[src/rtl/dotmatrix_pkg.sv]
// Shared constants, load-FSM encoding and small helpers for the dot-matrix
// message sequencer.
package dotmatrix_pkg;

    localparam int ROWS             = 16;
    localparam int COLS             = 16;
    localparam int ROW_W            = 4;
    localparam int GLYPH_AW_DEFAULT = 6;
    localparam int DWELL_W          = 12;
    localparam int LEN_W            = 5;

    typedef enum logic [1:0] {
        LOAD_IDLE,
        LOAD_FETCH,
        LOAD_DRAIN,
        LOAD_WAIT_EDGE
    } load_state_t;

    // Message lengths above the slot count behave as a full 16-slot message.
    function automatic logic [LEN_W-1:0] clamp_len(input logic [LEN_W-1:0] len);
        return (len > LEN_W'(ROWS)) ? LEN_W'(ROWS) : len;
    endfunction

endpackage

[src/rtl/dotmatrix_framebuf.sv]
// Front/back 16x16 frame buffers: the back buffer is filled row by row while
// the front buffer is scanned; a single swap strobe copies all rows at once.
module dotmatrix_framebuf
    import dotmatrix_pkg::*;
(
    input  logic             clk,
    input  logic             rst,
    input  logic             wr_en,
    input  logic [ROW_W-1:0] wr_row,
    input  logic [COLS-1:0]  wr_data,
    input  logic             clear,
    input  logic             swap,
    input  logic [ROW_W-1:0] rd_row,
    output logic [COLS-1:0]  rd_data
);

    logic [COLS-1:0] front [ROWS];
    logic [COLS-1:0] back  [ROWS];

    always_ff @(posedge clk) begin
        if (rst) begin
            for (int i = 0; i < ROWS; i++) begin
                front[i] <= '0;
                back[i]  <= '0;
            end
        end else begin
            if (clear) begin
                for (int i = 0; i < ROWS; i++) begin
                    back[i] <= '0;
                end
            end else if (wr_en) begin
                back[wr_row] <= wr_data;
            end
            if (swap) begin
                for (int i = 0; i < ROWS; i++) begin
                    front[i] <= back[i];
                end
            end
        end
    end

    // On the swap cycle the scan register must already see the incoming glyph.
    assign rd_data = swap ? back[rd_row] : front[rd_row];

endmodule

[src/rtl/dotmatrix_sequencer.sv]
// Message controller for the 16x16 dot-matrix panel: dwell timing, glyph
// fetch from the shared ROM into the back buffer, tear-free swap and row scan.
module dotmatrix_sequencer
    import dotmatrix_pkg::*;
#(
    parameter int DWELL_CYC = 500,
    parameter int GLYPH_AW  = GLYPH_AW_DEFAULT,
    parameter int MSG_DEPTH = 16
) (
    input  logic                  clk,
    input  logic                  rst,
    input  logic                  run,
    input  logic                  msg_we,
    input  logic [3:0]            msg_waddr,
    input  logic [GLYPH_AW-1:0]   msg_wdata,
    input  logic [4:0]            msg_len,
    output logic [GLYPH_AW+3:0]   rom_addr,
    input  logic [15:0]           rom_data,
    output logic [3:0]            selout,
    output logic [15:0]           dotout,
    output logic [3:0]            char_idx,
    output logic                  busy
);

    load_state_t           state;
    logic [GLYPH_AW-1:0]   msg_ram [MSG_DEPTH];
    logic [DWELL_W-1:0]    dwell;
    logic [ROW_W-1:0]      slot;
    logic [ROW_W-1:0]      row_cnt;
    logic [GLYPH_AW-1:0]   glyph;
    logic                  len_zero;
    logic                  start_pending;
    logic [LEN_W-1:0]      len_now;
    logic [LEN_W-1:0]      slot_inc;
    logic [ROW_W-1:0]      next_slot;
    logic [ROW_W-1:0]      load_slot;
    logic                  dwell_tc;
    logic                  load_req;
    logic                  fb_we;
    logic                  fb_clear;
    logic                  fb_swap;
    logic [ROW_W-1:0]      fb_wrow;
    logic [ROW_W-1:0]      scan_next;
    logic [COLS-1:0]       fb_rdata;

    always_ff @(posedge clk) begin
        if (msg_we) begin
            msg_ram[msg_waddr] <= msg_wdata;
        end
    end

    assign len_now   = clamp_len(msg_len);
    assign slot_inc  = LEN_W'(slot) + LEN_W'(1);
    assign next_slot = (slot_inc >= len_now) ? '0 : slot_inc[ROW_W-1:0];
    assign dwell_tc  = run && (dwell == DWELL_W'(DWELL_CYC - 1));
    // A terminal count arriving while a load is still running is dropped.
    assign load_req  = start_pending || (dwell_tc && state == LOAD_IDLE);
    assign load_slot = start_pending ? '0 : next_slot;

    // ROM data lags the address by one cycle, so row r lands while row r+1 is issued.
    assign fb_we     = (state == LOAD_FETCH && !len_zero && row_cnt != '0) || state == LOAD_DRAIN;
    assign fb_wrow   = (state == LOAD_DRAIN) ? ROW_W'(ROWS - 1) : row_cnt - ROW_W'(1);
    assign fb_clear  = (state == LOAD_FETCH) && len_zero;
    assign fb_swap   = (state == LOAD_WAIT_EDGE) && (selout == ROW_W'(ROWS - 1));
    assign scan_next = selout + ROW_W'(1);

    always_ff @(posedge clk) begin
        if (rst) begin
            dwell <= '0;
        end else if (run) begin
            dwell <= dwell_tc ? '0 : dwell + DWELL_W'(1);
        end
    end

    always_ff @(posedge clk) begin
        if (rst) begin
            state         <= LOAD_IDLE;
            start_pending <= 1'b1;
            slot          <= '0;
            glyph         <= '0;
            len_zero      <= 1'b0;
            row_cnt       <= '0;
            rom_addr      <= '0;
            char_idx      <= '0;
            busy          <= 1'b0;
        end else begin
            case (state)
                LOAD_IDLE: begin
                    if (load_req) begin
                        start_pending <= 1'b0;
                        slot          <= load_slot;
                        glyph         <= msg_ram[load_slot];
                        len_zero      <= (len_now == '0);
                        row_cnt       <= '0;
                        if (len_now != '0) begin
                            rom_addr <= {msg_ram[load_slot], ROW_W'(0)};
                        end
                        busy          <= 1'b1;
                        state         <= LOAD_FETCH;
                    end
                end
                LOAD_FETCH: begin
                    if (len_zero) begin
                        state <= LOAD_WAIT_EDGE;
                    end else if (row_cnt == ROW_W'(ROWS - 1)) begin
                        state <= LOAD_DRAIN;
                    end else begin
                        row_cnt  <= row_cnt + ROW_W'(1);
                        rom_addr <= {glyph, row_cnt + ROW_W'(1)};
                    end
                end
                LOAD_DRAIN: begin
                    state <= LOAD_WAIT_EDGE;
                end
                LOAD_WAIT_EDGE: begin
                    if (fb_swap) begin
                        char_idx <= slot;
                        busy     <= 1'b0;
                        state    <= LOAD_IDLE;
                    end
                end
                default: begin
                    state <= LOAD_IDLE;
                end
            endcase
        end
    end

    always_ff @(posedge clk) begin
        if (rst) begin
            selout <= '0;
            dotout <= '0;
        end else begin
            selout <= scan_next;
            dotout <= fb_rdata;
        end
    end

    dotmatrix_framebuf u_framebuf (
        .clk     (clk),
        .rst     (rst),
        .wr_en   (fb_we),
        .wr_row  (fb_wrow),
        .wr_data (rom_data),
        .clear   (fb_clear),
        .swap    (fb_swap),
        .rd_row  (scan_next),
        .rd_data (fb_rdata)
    );

endmodule

[config.mk]
export PLATFORM = sky130hd
export DESIGN_NAME = dotmatrix_sequencer
export DESIGN_NICKNAME = d
export VERILOG_FILES = /design/src/rtl/dotmatrix_pkg.sv /design/src/rtl/dotmatrix_framebuf.sv /design/src/rtl/dotmatrix_sequencer.sv
export SDC_FILE = /design/constraint.sdc
export NUM_CORES = 1
export LEC_CHECK = 0
export CAP_MARGIN = 25
export CELL_PAD_IN_SITES_DETAIL_PLACEMENT = 2
export CELL_PAD_IN_SITES_GLOBAL_PLACEMENT = 2
export CORE_ASPECT_RATIO = 1.2
export CORE_MARGIN = 10
export CORE_UTILIZATION = 40
export CTS_BUF_LIST = sky130_fd_sc_hd__clkbuf_4
export DETAILED_ROUTE_END_ITERATION = 10
export PLACE_DENSITY_LB_ADDON = 0.1
export SYNTH_ARGS = -nofsm -noshare
export SYNTH_HDL_FRONTEND = slang
export SYNTH_SLANG_ARGS = --single-unit
export TNS_END_PERCENT = 20
[constraint.sdc]
create_clock -name clk -period 13.24 [get_ports clk]
set_input_delay 2.648 -clock clk [delete_from_list [all_inputs] [get_ports clk]]
set_output_delay 2.648 -clock clk [all_outputs]
set_load 0.1 [all_outputs]
==> results.txt, run 1 <==
Observations from the implementation run.

Power:
- The run puts the reported sequential group power at 0.00250 W.
- The run gives the net switching power of the design as 0.00155 W.
- The run gives the power drawn by the clock network as 0.00197 W.
- The run puts the static power due to leakage at 12.2 nW.
- The run puts the part of the total power dissipated in the clock network at 36.9%.
- The run gives the sequential power share as 46.8%.
- The run puts the total power divided by cell area at 157 nW/um2.
- The run gives the power consumed by combinational cells as 0.000871 W.
- The run gives the proportion of power drawn by combinational gates as 16.3%.
- The power report shows net switching accounting for 29.0% of the total.
- The run gives the dominant power group as registers.
- The run puts the cell-internal power at 0.00379 W.

STA:
- The run gives the ratio of final minimum period to clock period as 47.0%.
- Derived from the worst setup path, the maximum achievable clock frequency is 161 MHz.
- The most critical hold endpoint after final layout shows a slack of 0.474 ns.
- The run puts the worst setup margin at 7.01 ns.
- Setup repair after global routing left no endpoint under its margin.
- The run gives the slew at the pin with the worst max-slew slack as 1.08 ns.
- The run gives the worst-case clock skew as 0.0495 ns.
- The run puts the final critical delay including setup and external delays at 6.23 ns.
- Hold-check failures listed in the final report amount to 0.
- In the final timing run, aggregate negative setup slack is 0 ns.
- The run puts the max-slew violation count at 0.

Setup path:
- The run puts the count of buffer and inverter cells on the critical path at 2.
- The run puts the cell count of the worst reg-to-reg path at 6.
- STA puts the critical path data required time at 10.59 ns.
- The arrival time of data at the worst endpoint is listed as 3.58 ns.
- The run gives the worst reg-to-reg setup slack as 8.93 ns.
- The signal on the critical path passes through buf_12, clkdlybuf4s50_1.
- The run puts the top fanout value on the critical path at 75.
- Per the timing report, the most critical flop-to-flop path originates at selout[0]$_SDFF_PP0_.
- The run gives the endpoint kind of the worst setup timing path as an output port.
- The setup path with the least slack is of type reg2out.
- The critical path's slowest stage uses the library cell sky130_fd_sc_hd__clkdlybuf4s50_1.
- The run gives the delay of the slowest critical-path stage as 1.28 ns.
- The kind of cell with the highest combined delay along the critical path is buffers and inverters.

Logic synthesis:
- The run puts the area share of the largest cell type after synthesis at 61.7%.
- The run gives the top cell type by total area after synthesis as sky130_fd_sc_hd__edfxtp_1.
- The run puts the multiplexer fraction of the synthesized cell area at 13.3%.
- Ranked by total cell area, the synthesized netlist is headed by sky130_fd_sc_hd__edfxtp_1 (62%), sky130_fd_sc_hd__mux4_2 (13%), sky130_fd_sc_hd__and2_1 (7.8%).
- The run gives the number of storage elements in the synthesis netlist as 673.
- The run gives the number of distinct standard cells referenced by the synthesized netlist as 50.
- Per the post-synthesis stats, the area per cell is 15.6 um2.
- The run gives the yosys cell count as 1901.
- The run gives the yosys synthesis warning count as 0.
- Of the total synthesized cell area, the portion taken by XOR and XNOR cells is 0.385%.
- The run gives the adder-cell share of the synthesized area as 0.592%.
- The run puts the number of enable flip-flop cells at 608.
- The run gives the combinational family with the most area after synthesis as simple AND/OR/NAND/NOR gates.
- The run gives the fraction of registers with async set or reset after synthesis as 0%.
- The run gives the post-synth net total as 1950.
- The run puts the synthesized cell area at 29600 um2.
- The run puts the compound-cell area share of the yosys netlist at 3.57%.
- The run puts the area of the synthesized netlist per yosys stat at 29600 um2.

Clocking:
- The run gives the buffer type at the clock tree root as sky130_fd_sc_hd__clkbuf_4.
- TritonCTS built the clock tree.
- The run gives the post-CTS setup buffer count as 0.
- Per the TritonCTS log, the buffer count is 177.
- The run gives the clock-pin transition on the worst setup and hold timing paths as 0.07 ns.
- In this run, post-CTS repair resized a total of 0 instances.
- The run puts the clock latency reported for the late side of the worst-skew pair at 1.04 ns.
- The run gives the maximum level of the CTS H-tree as 4.
- The run gives the count of clock tree sinks as 673.

Placed design:
- The count of buffers added on input and output ports is 69.
- The run gives the sum of net half-perimeters after detailed placement as 57100 um.
- Once placement finished, the instance area stood at 31500 um2.
- The run puts the pre-CTS setup slack at 6.82 ns.
- The final weighted congestion recorded by global placement is 0.794.
- The run puts the post-placement cell count at 2824.

Run:
- The tool warning count for the run is 36.
- In this run the maximum-capacitance check reported violations numbering 0.

Layout:
- The run gives the final standard cell area without fillers as 34000 um2.
- For this run, combinational gates with multiple inputs come to 1079.
- The run gives the antenna cell count as 6.
- The post-route netlist has 24.7% of its cells at a drive strength greater than 1.
- The run puts the final sequential cell count at 673.
- Per the layout report, the design carries 6933 filler cells.
- The run puts the area of all sequential standard cells at 19600 um2.
- The biggest slice of the area belongs to flip-flops and latches.
- The run gives the relative area of clock buffers and inverters in the final design as 7.14%.
- After layout, the buffer instance count without clock buffers stands at 116.
- The run gives the area used by multi-input combinational logic as 9590 um2.
- The run puts the register share of the cell area at 57.6%.
- Non-clock buffering takes up 3.27% of total cell area after layout.
- The run puts the layout overhead on the synthesized area at 14.7%.
- Non-clock inverters in the final layout number 16.

Floorplanning:
- The run puts the die span in x at 268 um.
- The run gives the number of tap cells inserted as 943.
- The initial utilization of the core area, before any placement, comes to 40.3%.
- The run puts the height of the die at 318 um.
- After floorplanning, the core was sized to cover 73500 um2.
- The run puts the site row count at 109.
- According to the floorplan report, the total die area is 85400 um2.

Route:
- Once detail routing completed, the nets flagged for antenna violations numbered 0.
- According to the report, the first pass of detailed routing completed in 5 iterations.
- The run gives the aggregate routed wire length as 89900 um.
- The run gives the overall via count from detail_route as 17.4k.
- The routed layout reports a DRC error count of 0.
- The run puts the count of routing violations after the opening detailed-route iteration at 1319.
- The run gives the highest routed metal layer as met4.

Global route:
- The run gives the initial antenna violation count as 7.
- The run puts the global-route usage over all layers at 21.3%.
- The number of global-route vias before repair was 19.6k.
- The run gives the maximum number of pins on one net before global-route repair as 111.
- The run puts the first-pass GRT wire length at 132000 um.

Hold path:
- The type recorded for the worst min-delay path is reg2reg.
- The worst hold path terminates at rom_addr[1]$_SDFFE_PP0P_.

Run status:
- The flow ran to the end, and the final reports show no timing, DRC or antenna violations.
-- run 1: metal layers --
metal | vias to the layer above | global-route usage [%]
li1 | 7640 | -
met1 | 9153 | 24.9
met2 | 426 | 37.9
met3 | 149 | 4.01
met4 | 0 | 7.98
met5 | - | 0
-- run 1: state kept, by name, indices dropped and copies added (netlist names) --
register,cells
rom_addr,10
u_framebuf.front,256
dwell,12
selout,4
len_zero,1
busy,1
slot,4
state,2
dotout,16
glyph,6
u_framebuf.back,256
start_pending,1
row_cnt,4
char_idx,4
msg_ram,96
-- run 1: Yosys cell counts (all sizes together) (6+ instances only) --
| cell | count |
|---|---|
| buf | 21 |
| o22ai | 6 |
| and2 | 370 |
| o22a | 6 |
| nand2b | 14 |
| nand4 | 7 |
| nor2b | 106 |
| o31ai | 6 |
| and3 | 52 |
| dfxtp | 65 |
| nand3 | 27 |
| a21oi | 24 |
| mux4 | 166 |
| a2111oi | 6 |
| nand2 | 35 |
| a31oi | 19 |
| o21ai | 52 |
| or3 | 11 |
| o311ai | 6 |
| clkbuf | 112 |
| mux2 | 6 |
| inv | 16 |
| xor2 | 10 |
| a22o | 20 |
| nor2 | 47 |
| ha | 14 |
| o211ai | 7 |
| mux2i | 14 |
| nor3 | 21 |
| edfxtp | 608 |
-- run 1: cell usage in the layout, fill, tap and decap left out, types with 14 or more instances in the layout --
cell	n
sky130_fd_sc_hd__o21ai_0	48
sky130_fd_sc_hd__a21oi_1	24
sky130_fd_sc_hd__a31oi_1	19
sky130_fd_sc_hd__dfxtp_1	64
sky130_fd_sc_hd__edfxtp_1	608
sky130_fd_sc_hd__and2_1	369
sky130_fd_sc_hd__nor2_1	46
sky130_fd_sc_hd__nor2b_1	106
sky130_fd_sc_hd__mux2i_1	14
sky130_fd_sc_hd__and3_1	52
sky130_fd_sc_hd__nand2_1	35
sky130_fd_sc_hd__inv_1	15
sky130_fd_sc_hd__clkinv_1	25
sky130_fd_sc_hd__clkbuf_4	277
sky130_fd_sc_hd__mux4_2	166
sky130_fd_sc_hd__clkdlybuf4s50_1	68
sky130_fd_sc_hd__nand3_1	27
sky130_fd_sc_hd__a22o_1	20
sky130_fd_sc_hd__buf_4	40
-- run 1: how the worst max path moves through the flow --
stage,start,endpoint,slack [ns],cells past startpoint
3_5_place_dp,rst,u_framebuf.back[6][4]$_SDFFCE_PN0P_,6.82,7
5_1_grt,selout[0]$_SDFF_PP0_,selout[0],6.75,2
3_3_place_gp,rst,u_framebuf.front[9][4]$_SDFFCE_PN0P_,7.06,5
4_1_cts,selout[0]$_SDFF_PP0_,selout[0],6.83,2
6_report,selout[0]$_SDFF_PP0_,selout[0],7.01,2
2_1_floorplan,rst,u_framebuf.front[0][0]$_SDFFCE_PN0P_,4.63,4
-- run 1: through the flow --
stage / power [W] / util [%]
4_1_cts: 0.00541 / 46.1
3_3_place_gp: 0.00340 / 42.7
3_5_place_dp: 0.00343 / 42.8
5_1_grt: 0.00557 / 46.2
6_report: 0.00534 / 46.2
2_1_floorplan: 0.00309 / -
Run 1, close-up of the layout:
Region (114, 139) to (154, 179) um. Cells in gray, sequential cells in the stronger gray; small squares are vias.
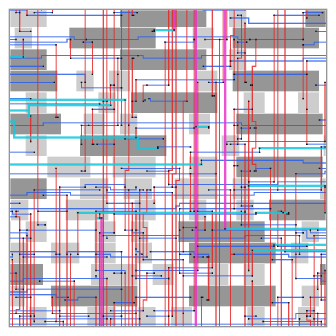
[blue] metal 1
[magenta] metal 4
[cyan] metal 3
[red] metal 2
sequential cells in the window: 16
cells with their middle in the window: 66
netlist names of flops here include: u_framebuf.back (16)
most frequent: and2_1 (17), edfxtp_1 (16), clkbuf_4 (9)

Run 1, M3 wires:
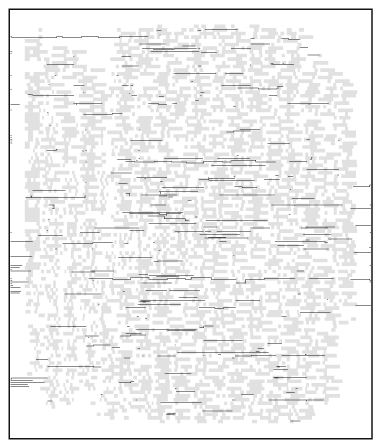
share of all routed wire: 4.1%
main direction: horizontal
longest straight run: 67.6 um
nets with wire on the layer: 131
wire length on this layer: 3650 um

Run 1, clock distribution:
Bar = 100 um.
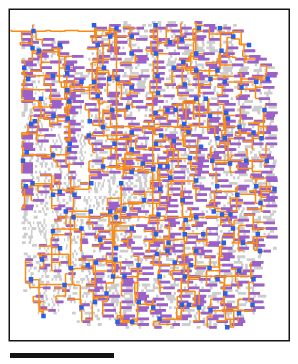
[orange] clock wires | length: 10500 um
[purple] flip-flops | count: 673
[blue] clock drivers | count: 177
flops lie: widely spread

==> run 2: changes to the inputs <==
clock period = 6.3 ns   (was 13.24 ns; I/O delays follow)
Run 2, close-up of the layout:
Region (114, 139) to (154, 179) um. Cells in gray, sequential cells in the stronger gray; small squares are vias.
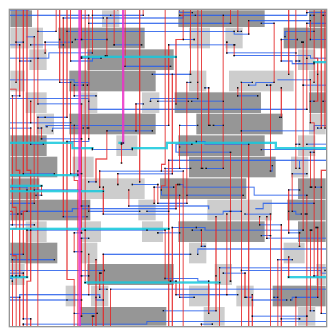
[red] metal 2
[cyan] metal 3
[magenta] metal 4
[blue] metal 1
cells with their middle in the window: 52
sequential cells in the window: 17
netlist names of flops here include: u_framebuf.back (9), u_framebuf.front (8)
most frequent: edfxtp_1 (17), and2_1 (15), clkbuf_4 (11)

Run 2, clock distribution:
Bar = 100 um.
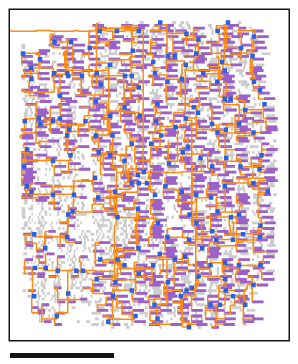
[orange] clock wires | length: 10200 um
[purple] flip-flops | count: 673
[blue] clock drivers | count: 176
flops lie: widely spread
Late-Pin Clk Latency: 1.03 ns
Max Clock Skew: 0.0633 ns
power drawn by the clock network: 0.00391 W
clock share of power: 35.5%

==> run 2 against run 1 <==
- sequential cell count unchanged
- cell area about the same
- routed wire length down 0.49%
- highest routed layer unchanged
- clock power up 98%
- synthesized cell count unchanged
- utilization about the same
- synthesized area unchanged
- critical endpoint is now glyph[1]$_SDFFE_PP0P_
- largest cell class unchanged
- die size unchanged
==> results.txt, run 2 <==
Observations from the implementation run.

Run status:
- The run finished with clean final reports.

Logic synthesis:
- The run gives the number of enable flip-flop cells as 608 (unchanged).
- The run puts the per-instance average area after synthesis at 15.6 um2 (unchanged).
- The run puts the fraction of registers with async set or reset after synthesis at 0% (unchanged).
- sky130_fd_sc_hd__edfxtp_1 takes more of the synthesized area than any other cell.
- The commonest cells after synthesis are sky130_fd_sc_hd__edfxtp_1 (608), sky130_fd_sc_hd__and2_1 (370), sky130_fd_sc_hd__mux4_2 (166), sky130_fd_sc_hd__clkbuf_1 (112), sky130_fd_sc_hd__nor2b_1 (106).
- The run gives the share of the yosys chip area belonging to registers as 66.1%.
- The run gives the most frequently used cell type in the post-synthesis netlist as sky130_fd_sc_hd__edfxtp_1.
- The yosys synthesis warning count was 0 (unchanged).
- The yosys cell count is 1901 (unchanged).
- The area share of the largest cell type after synthesis came to 61.7% (unchanged).
- The area of the synthesized netlist per yosys stat is 29600 um2 (unchanged).
- The run puts the post-synth net total at 1950 (unchanged).
- The run gives the main flop type as sky130_fd_sc_hd__edfxtp_1.
- The main area contributors are sky130_fd_sc_hd__edfxtp_1 (62%), sky130_fd_sc_hd__mux4_2 (13%), sky130_fd_sc_hd__and2_1 (7.8%).
- The synthesized instance count is 1901.
- The run puts the synthesized cell area at 29600 um2 (unchanged).
- The number of distinct standard cells referenced by the synthesized netlist came to 50 (unchanged).
- The number of storage elements in the synthesis netlist came to 673 (unchanged).

Layout:
- The layout overhead on the synthesized area is 14.6% (about the same).
- In the layout the commonest cells are sky130_fd_sc_hd__edfxtp_1 (608), sky130_fd_sc_hd__and2_1 (370), sky130_fd_sc_hd__clkbuf_4 (259), sky130_fd_sc_hd__mux4_2 (166), sky130_fd_sc_hd__nor2b_1 (106).
- The run puts the area of all sequential standard cells at 19600 um2 (unchanged).
- The run gives the core occupancy in the finished layout as 46.2% (about the same).
- The number of inserted filler cells in the final layout came to 6921 (-0.17%).
- The run puts the number of nets in the layout at 2120.
- The run puts the area used by multi-input combinational logic at 9570 um2 (-0.25%).
- The largest registers in the layout are u_framebuf.back x256, u_framebuf.front x256, msg_ram x96.
- The run puts the share of cells above drive strength 1 at 24.2% (-0.52 points).
- The run gives the most used logic cell in the final layout as sky130_fd_sc_hd__edfxtp_1.

Power:
- The run puts the sequential power share at 47.6% (+0.8 points).
- The total power divided by cell area is 324 nW/um2 (+110%).
- The run puts the proportion of power drawn by combinational gates at 16.9% (+0.6 points).
- The run puts the net switching fraction of the power at 29.3% (+0.27 points).
- In this run the VDD rail shows a maximum IR drop of 227 uV.
- The run gives the net switching power of the design as 0.00322 W (+110%).
- The run gives the cell-internal power as 0.00778 W (+110%).
- The post-layout total power was 0.0110 W (+110%).
- The static power due to leakage was 12.2 nW (about the same).

Hold path:
- The tightest min-delay check is of the reg2reg type.

Setup path:
- The delay of the slowest critical-path stage was 0.57 ns (-0.71 ns).
- The critical path is of the reg2reg type.
- The run gives the required time of the critical path as 7.23 ns (-3.36 ns).
- The cell sequence reported for the critical path is buf_4, ha_1, xnor2_1, buf_4, inv_1, ha_1, a21oi_1, o21a_1, nand2_1, a2111oi_0, o21ai_0, a31oi_1.
- The data arrival at the endpoint of the critical path was 5.34 ns (+1.76 ns).
- The top fanout value on the critical path is 41 (-45%).
- The slowest stage of the critical path is the sky130_fd_sc_hd__o21a_1 cell.
- STA classifies the critical path startpoint as a flop.
- The worst setup path is captured at a flop.
- The count of buffer and inverter cells on the critical path is 3 (+1).
- The cell family contributing the most delay on the critical path is AND-OR/OR-AND gates.

Clocking:
- The run gives the quantity of hold-fixing buffers added after cts as 0.
- The run puts the clock-pin transition on the worst setup and hold timing paths at 0.06 ns (about the same).
- The run gives the total clock buffers created by CTS as 176 (-0.56%).
- The run gives the maximum level of the CTS H-tree as 4 (unchanged).
- Looking at the clock tree report, the root buffer type is sky130_fd_sc_hd__clkbuf_4.
- The run gives the count of clock tree sinks as 673 (unchanged).
- The run puts the number of buffers on the longest clock path at 3.
- TritonCTS built the clock tree.
- The run gives the post-cts repair resize count as 0 (unchanged).
- The run puts the post-CTS setup buffer count at 0 (unchanged).

Placed design:
- The placer's final routability congestion estimate is 0.776 (-2.3%).
- The run gives the pre-CTS setup slack as 1.67 ns (-5.15 ns).
- The number of input and output port buffers inserted came to 69 (unchanged).
- The sum of net half-perimeters after detailed placement is 56700 um (-0.81%).

STA:
- The run gives the final number of setup-violating endpoints as 0.
- The run gives the max-slew violation count as 0 (unchanged).
- The run gives the final critical delay including setup and external delays as 4.42 ns.
- The number of hold violations in the final report was 0 (unchanged).
- The run puts the worst setup margin at 1.88 ns (-5.13 ns).
- The run puts the headroom to the max-slew limit at 29.6%.
- The highest clock rate this design can be run at is 226 MHz.
- The setup TNS was 0 ns (unchanged).
- The run puts the ratio of final minimum period to clock period at 70.1%.
- Setup repair after global routing left no endpoint under its margin.
- The slew at the pin with the worst max-slew slack was 1.06 ns (-0.0226 ns).

Run:
- The run puts the tally of max-capacitance violations at 0 (unchanged).
- The run gives the total number of warnings across the stage logs as 33 (-8.3%).

Global route:
- The run puts the maximum number of pins on one net before global-route repair at 130 (+17%).
- The run puts the number of global-route vias before repair at 19.8k (+1.3%).
- For this run the aggregate overflow at the end of global routing stands at 0.
- The run gives the initial antenna violation count as 5 (-2).
- The run puts the global-route usage over all layers at 21.3% (+0.071 points).
- The run gives the first-pass GRT wire length as 133000 um (+0.71%).

Route:
- The run puts the overall via count from detail_route at 17.4k (+0.081%).
- The run puts the number of optimization iterations in the first detailed-route pass at 4 (-1).
- In the final routed layout, each cell accounts on average for 28.3 um.
- The run puts the aggregate routed wire length at 89400 um (-0.49%).
- The run gives the DRC violation count after routing as 0 (unchanged).
- The run gives the per-cell via count in the routed design as 5.51.
- The run gives the count of routing violations after the opening detailed-route iteration as 1157 (-12%).
- The number of routed nets with antenna violations came to 0 (unchanged).

Floorplanning:
- The run puts the site row count at 109 (unchanged).
- The run puts the core utilization before placement at 40.3% (unchanged).
- The run puts the area inside the core boundary at 73500 um2 (unchanged).
- The run gives the die area as 85400 um2 (unchanged).
- The height of the die was 318 um (unchanged).
- The run gives the I/O pin count as 70.
- The die span in x is 268 um (unchanged).
-- run 2: cell counts after synthesis --
No cell type changed its count.
-- run 2: worst paths after layout --
kind	startpoint	slack (ns)	endpoint	cells past startpoint
setup / recovery	slot[0]$_SDFFE_PP0P_	1.88	glyph[1]$_SDFFE_PP0P_	12
hold / removal	rom_addr[0]$_SDFFE_PP0P_	0.46	rom_addr[0]$_SDFFE_PP0P_	2
setup reg to reg	slot[0]$_SDFFE_PP0P_	1.88	glyph[1]$_SDFFE_PP0P_	12
hold reg to reg	rom_addr[0]$_SDFFE_PP0P_	0.46	rom_addr[0]$_SDFFE_PP0P_	2
-- run 2: stage by stage --
step | cell area, um2 | hold WS, ns | cells
CTS | 33900 | 0.469 | 3152
finish | 33900 | 0.459 | 3157
global route | 33900 | 0.497 | 3155
detailed placement | 31600 | 0.455 | 2834
floorplan | 29600 | 0.453 | 1901
global placement | 31500 | 0.458 | 2828
-- run 2: cell families after synthesis --
group	count (synthesis)	synth area share, %
adder cells (fa/ha/maj)	14	0.592
AND-OR/OR-AND	162	3.57
multiplexers	186	13.3
XOR/XNOR	13	0.385
buffers and inverters	149	1.99
flip-flops	673	66.1
AND/OR/NAND/NOR	704	14.1
-- run 2: routing by layer --
layer  vias to the layer above  GRT usage, %  routed length, um
met5                         -             0                  0
met4                         0          8.32               2900
met3                       137          4.02               3390
met2                       391          37.9              47700
met1                      9212          25.0              35500
li1                       7642             -                  -
-- run 2: area by class of cell --
class                   count  share of cell area, %
diodes                      3                 0.0221
clock inverters            59                  0.999
multi-input cells        1079                   28.2
clock buffers             259                   5.73
inverters                  16                  0.188
flip-flops and latches    673                   57.7
repair buffers            125                   3.72
well taps                 943                   3.48
-- run 2: tightest hold or removal path, stage by stage (launching register included) --
cell,delay [ns]
sky130_fd_sc_hd__dfxtp_1,0.31
sky130_fd_sc_hd__nand2_1,0.05
sky130_fd_sc_hd__a21oi_1,0.05
-- run 2: power groups by stage --
stage          Sequential [W]  Clock [W]  Combinational, W
2_1_floorplan         0.00550          0          0.000980
3_3_place_gp          0.00531          0           0.00183
3_5_place_dp          0.00533          0           0.00187
4_1_cts               0.00524    0.00403           0.00188
5_1_grt               0.00526    0.00427           0.00199
6_report              0.00524    0.00391           0.00186
==> run 3: changes to the inputs <==
clock period = 4.1 ns   (was 6.3 ns; I/O delays follow)
Run 3, clock wiring as the flow saved it:
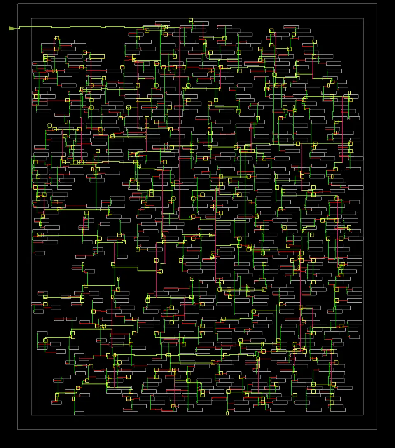
power drawn by the clock network: 0.00611 W
Max Clock Skew: 0.0661 ns
total of clock buffers placed in the layout: 278
number of buffers inserted during clock tree synthesis: 176

Run 3, wire density map:
Bar = 100 um. The die is cut into 27 by 32 equal tiles; white is low, dark blue is high, scaled to the fullest tile. Values are wire area over tile area, all layers added.
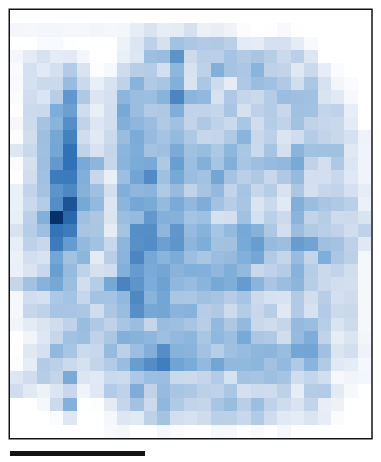
mean over tiles: 0.17
tiles over half the peak: 8.1%
densest ninth of the die: middle
fullest tile: 0.62
nearly empty tiles: 11%

==> run 3 against run 2 <==
- via count grew 1.9%
- utilization up 0.28 points
- die size unchanged
- highest routed layer unchanged
- largest power group unchanged
- sequential cell count unchanged
- worst hold slack lost 0.041 ns
- largest cell class unchanged
- power increased by 55%
- critical path type is now reg2out
- global-route usage increased by 0.32 points
- routed wire length up 2.6%
==> results.txt, run 3 <==
Observations from the implementation run.

Setup path:
- The cell count of the worst reg-to-reg path came to 11 (-1).
- The run gives the count of buffer and inverter cells on the critical path as 1 (-2).
- The required time of the critical path came to 3.28 ns (-3.95 ns).
- The run gives the critical path class as reg2out.
- The run puts the worst reg-to-reg setup slack at 0.59 ns (-1.29 ns).
- The run gives the number of logic stages on the critical path including buffering as 1 (-11).
- In this run the critical path is formed by clkdlybuf4s50_1.
- The run puts the data arrival at the endpoint of the critical path at 2.70 ns (-2.64 ns).
- The run gives the largest delay contributor family on the critical path as buffers and inverters.
- The worst setup path is captured at an output port.
- The worst setup path is launched from a flop.

Logic synthesis:
- The run gives the compound-cell area share of the yosys netlist as 3.57% (unchanged).
- The run gives the post-synth net total as 1950 (unchanged).
- Sorting the synthesized cells by how often they occur yields sky130_fd_sc_hd__edfxtp_1 (608), sky130_fd_sc_hd__and2_1 (370), sky130_fd_sc_hd__mux4_2 (166), sky130_fd_sc_hd__clkbuf_1 (112), sky130_fd_sc_hd__nor2b_1 (106).
- The run gives the fraction of registers with async set or reset after synthesis as 0% (unchanged).
- The run gives the most frequently used cell type in the post-synthesis netlist as sky130_fd_sc_hd__edfxtp_1.
- By area the synthesized netlist is led by sky130_fd_sc_hd__edfxtp_1 (62%), sky130_fd_sc_hd__mux4_2 (13%), sky130_fd_sc_hd__and2_1 (7.8%).
- The per-instance average area after synthesis is 15.6 um2 (unchanged).
- The run gives the share of the yosys chip area belonging to registers as 66.1% (unchanged).
- The area of the synthesized netlist per yosys stat is 29600 um2 (unchanged).
- The run gives the number of enable flip-flop cells as 608 (unchanged).
- Among the non-sequential cells, simple AND/OR/NAND/NOR gates take the most area.
- The number of storage elements in the synthesis netlist came to 673 (unchanged).
- The run puts the number of distinct standard cells referenced by the synthesized netlist at 50 (unchanged).

Global route:
- The run gives the global-route track usage on met2 as 37.4% (-0.50 points).
- The global-route met1 utilization is 25.4% (+0.36 points).
- The global routing met3 resource utilization was 4.98% (+0.96 points).
- The run puts the number of global-route vias before repair at 19.6k (-0.94%).
- After global routing, the most crowded layer is met2.
- The global-route usage over all layers came to 21.7% (+0.32 points).

Floorplanning:
- The run puts the area inside the core boundary at 73500 um2 (unchanged).
- The run gives the die area as 85400 um2 (unchanged).
- The run gives the I/O pin count as 70 (unchanged).
- The die span in x was 268 um (unchanged).
- The run gives the core utilization before placement as 40.3% (unchanged).

Layout:
- The run puts the layout overhead on the synthesized area at 15.3%.
- The run gives the most used logic cell in the final layout as sky130_fd_sc_hd__edfxtp_1.
- The run gives the number of nets in the layout as 2143 (+1.1%).
- The most common logic cells in the final layout are sky130_fd_sc_hd__edfxtp_1 (608), sky130_fd_sc_hd__and2_1 (369), sky130_fd_sc_hd__clkbuf_4 (279), sky130_fd_sc_hd__mux4_2 (166), sky130_fd_sc_hd__nor2b_1 (106).
- The run gives the share of cells above drive strength 1 as 26.0% (+1.8 points).
- The largest registers in the layout are u_framebuf.back x256, u_framebuf.front x256, msg_ram x96.
- The run puts the number of inserted filler cells in the final layout at 6926 (+0.072%).

Route:
- The run puts the wire length per cell after detailed routing at 28.9 um (+1.9%).
- The run puts the count of routing violations after the opening detailed-route iteration at 1213 (+4.8%).
- The run gives the overall via count from detail_route as 17.7k (+1.9%).
- The number of routed nets with antenna violations came to 0 (unchanged).

Clocking:
- TritonCTS built the clock tree.
- The post-CTS setup buffer count is 0 (unchanged).
- The run gives the quantity of hold-fixing buffers added after cts as 0 (unchanged).
- The run gives the clock latency reported for the late side of the worst-skew pair as 1.02 ns (about the same).
- The run gives the count of clock tree sinks as 673 (unchanged).

Power:
- The part of the total power dissipated in the clock network is 35.8% (+0.3 points).
- The proportion of power drawn by combinational gates was 17.1% (+0.2 points).
- The cell-internal power came to 0.0121 W (+55%).
- The run puts the total power divided by cell area at 500 nW/um2 (+54%).
- The sequential power share was 47.1% (-0.5 points).

STA:
- The final worst hold slack was 0.417 ns (-0.0414 ns).
- The run gives the ratio of final minimum period to clock period as 85.7%.
- The worst setup margin was 0.585 ns (-1.30 ns).
- Setup repair after global routing left no endpoint under its margin.
- The run puts the number of hold violations in the final report at 0 (unchanged).
- The highest clock rate this design can be run at is 284 MHz.
- The final number of setup-violating endpoints is 0 (unchanged).

Placed design:
- The run puts the post-placement cell count at 2856 (+0.78%).

Run:
- The tally of max-capacitance violations is 0 (unchanged).
- The run gives the total number of warnings across the stage logs as 37 (+12%).

Run status:
- The run finished with clean final reports.
run 3: power groups by stage:
| stage | Combinational, W | Sequential (W) | Clock, W |
|---|---|---|---|
| floorplan | 0.00151 | 0.00846 | 0 |
| global placement | 0.00287 | 0.00816 | 0 |
| detailed placement | 0.00294 | 0.00819 | 0 |
| CTS | 0.00295 | 0.00805 | 0.00631 |
| global route | 0.00310 | 0.00807 | 0.00666 |
| finish | 0.00292 | 0.00804 | 0.00611 |
run 3: cell type report:
cell class                      count  area (um2)  share of cell area (%)
Inverter                           16        67.6                   0.198
Tap cell                          943        1180                    3.46
Multi-Input combinational cell   1079        9570                    28.0
Timing Repair Buffer              148        1420                    4.17
Antenna cell                        4        10.0                  0.0293
Clock buffer                      278        2090                    6.11
Sequential cell                   673       19600                    57.3
Clock inverter                     37         230                   0.674
run 3: through the flow:
stage	utilization [%]	power (W)
floorplan	-	0.00997
CTS	46.4	0.0173
finish	46.4	0.0171
global route	46.4	0.0178
detailed placement	43.2	0.0111
global placement	43.2	0.0110
run 3: worst max-delay path by stage:
stage | startpoint | endpoint | slack [ns]
finish | rom_addr[9]$_SDFFE_PP0P_ | rom_addr[9] | 0.58
floorplan | rst | u_framebuf.front[0][0]$_SDFFCE_PN0P_ | -1.31
global route | slot[1]$_SDFFE_PP0P_ | rom_addr[9]$_SDFFE_PP0P_ | 0.29
detailed placement | msg_len[4] | rom_addr[7]$_SDFFE_PP0P_ | 0.38
CTS | rom_addr[6]$_SDFFE_PP0P_ | rom_addr[6] | 0.40
global placement | msg_len[4] | rom_addr[7]$_SDFFE_PP0P_ | 0.38
run 3: cells by family (layout without fill, tap and decap cells):
family	Yosys count	in the layout
and+or+nand+nor	704	704
DFF	673	673
muxes	186	186
AOI/OAI and AO/OA	162	162
buffers and inverters	149	479
adders and majority gates	14	14
xor gates and xnor gates	13	13
other	0	4
run 3: routing by layer:
layer,vias up,part of all wire [%]
met5,-,0
met4,0,3.6
met3,166,5.2
met2,530,52
met1,9324,39
li1,7690,-
Power figures rest on the tool's default switching activity, not on a simulated workload.
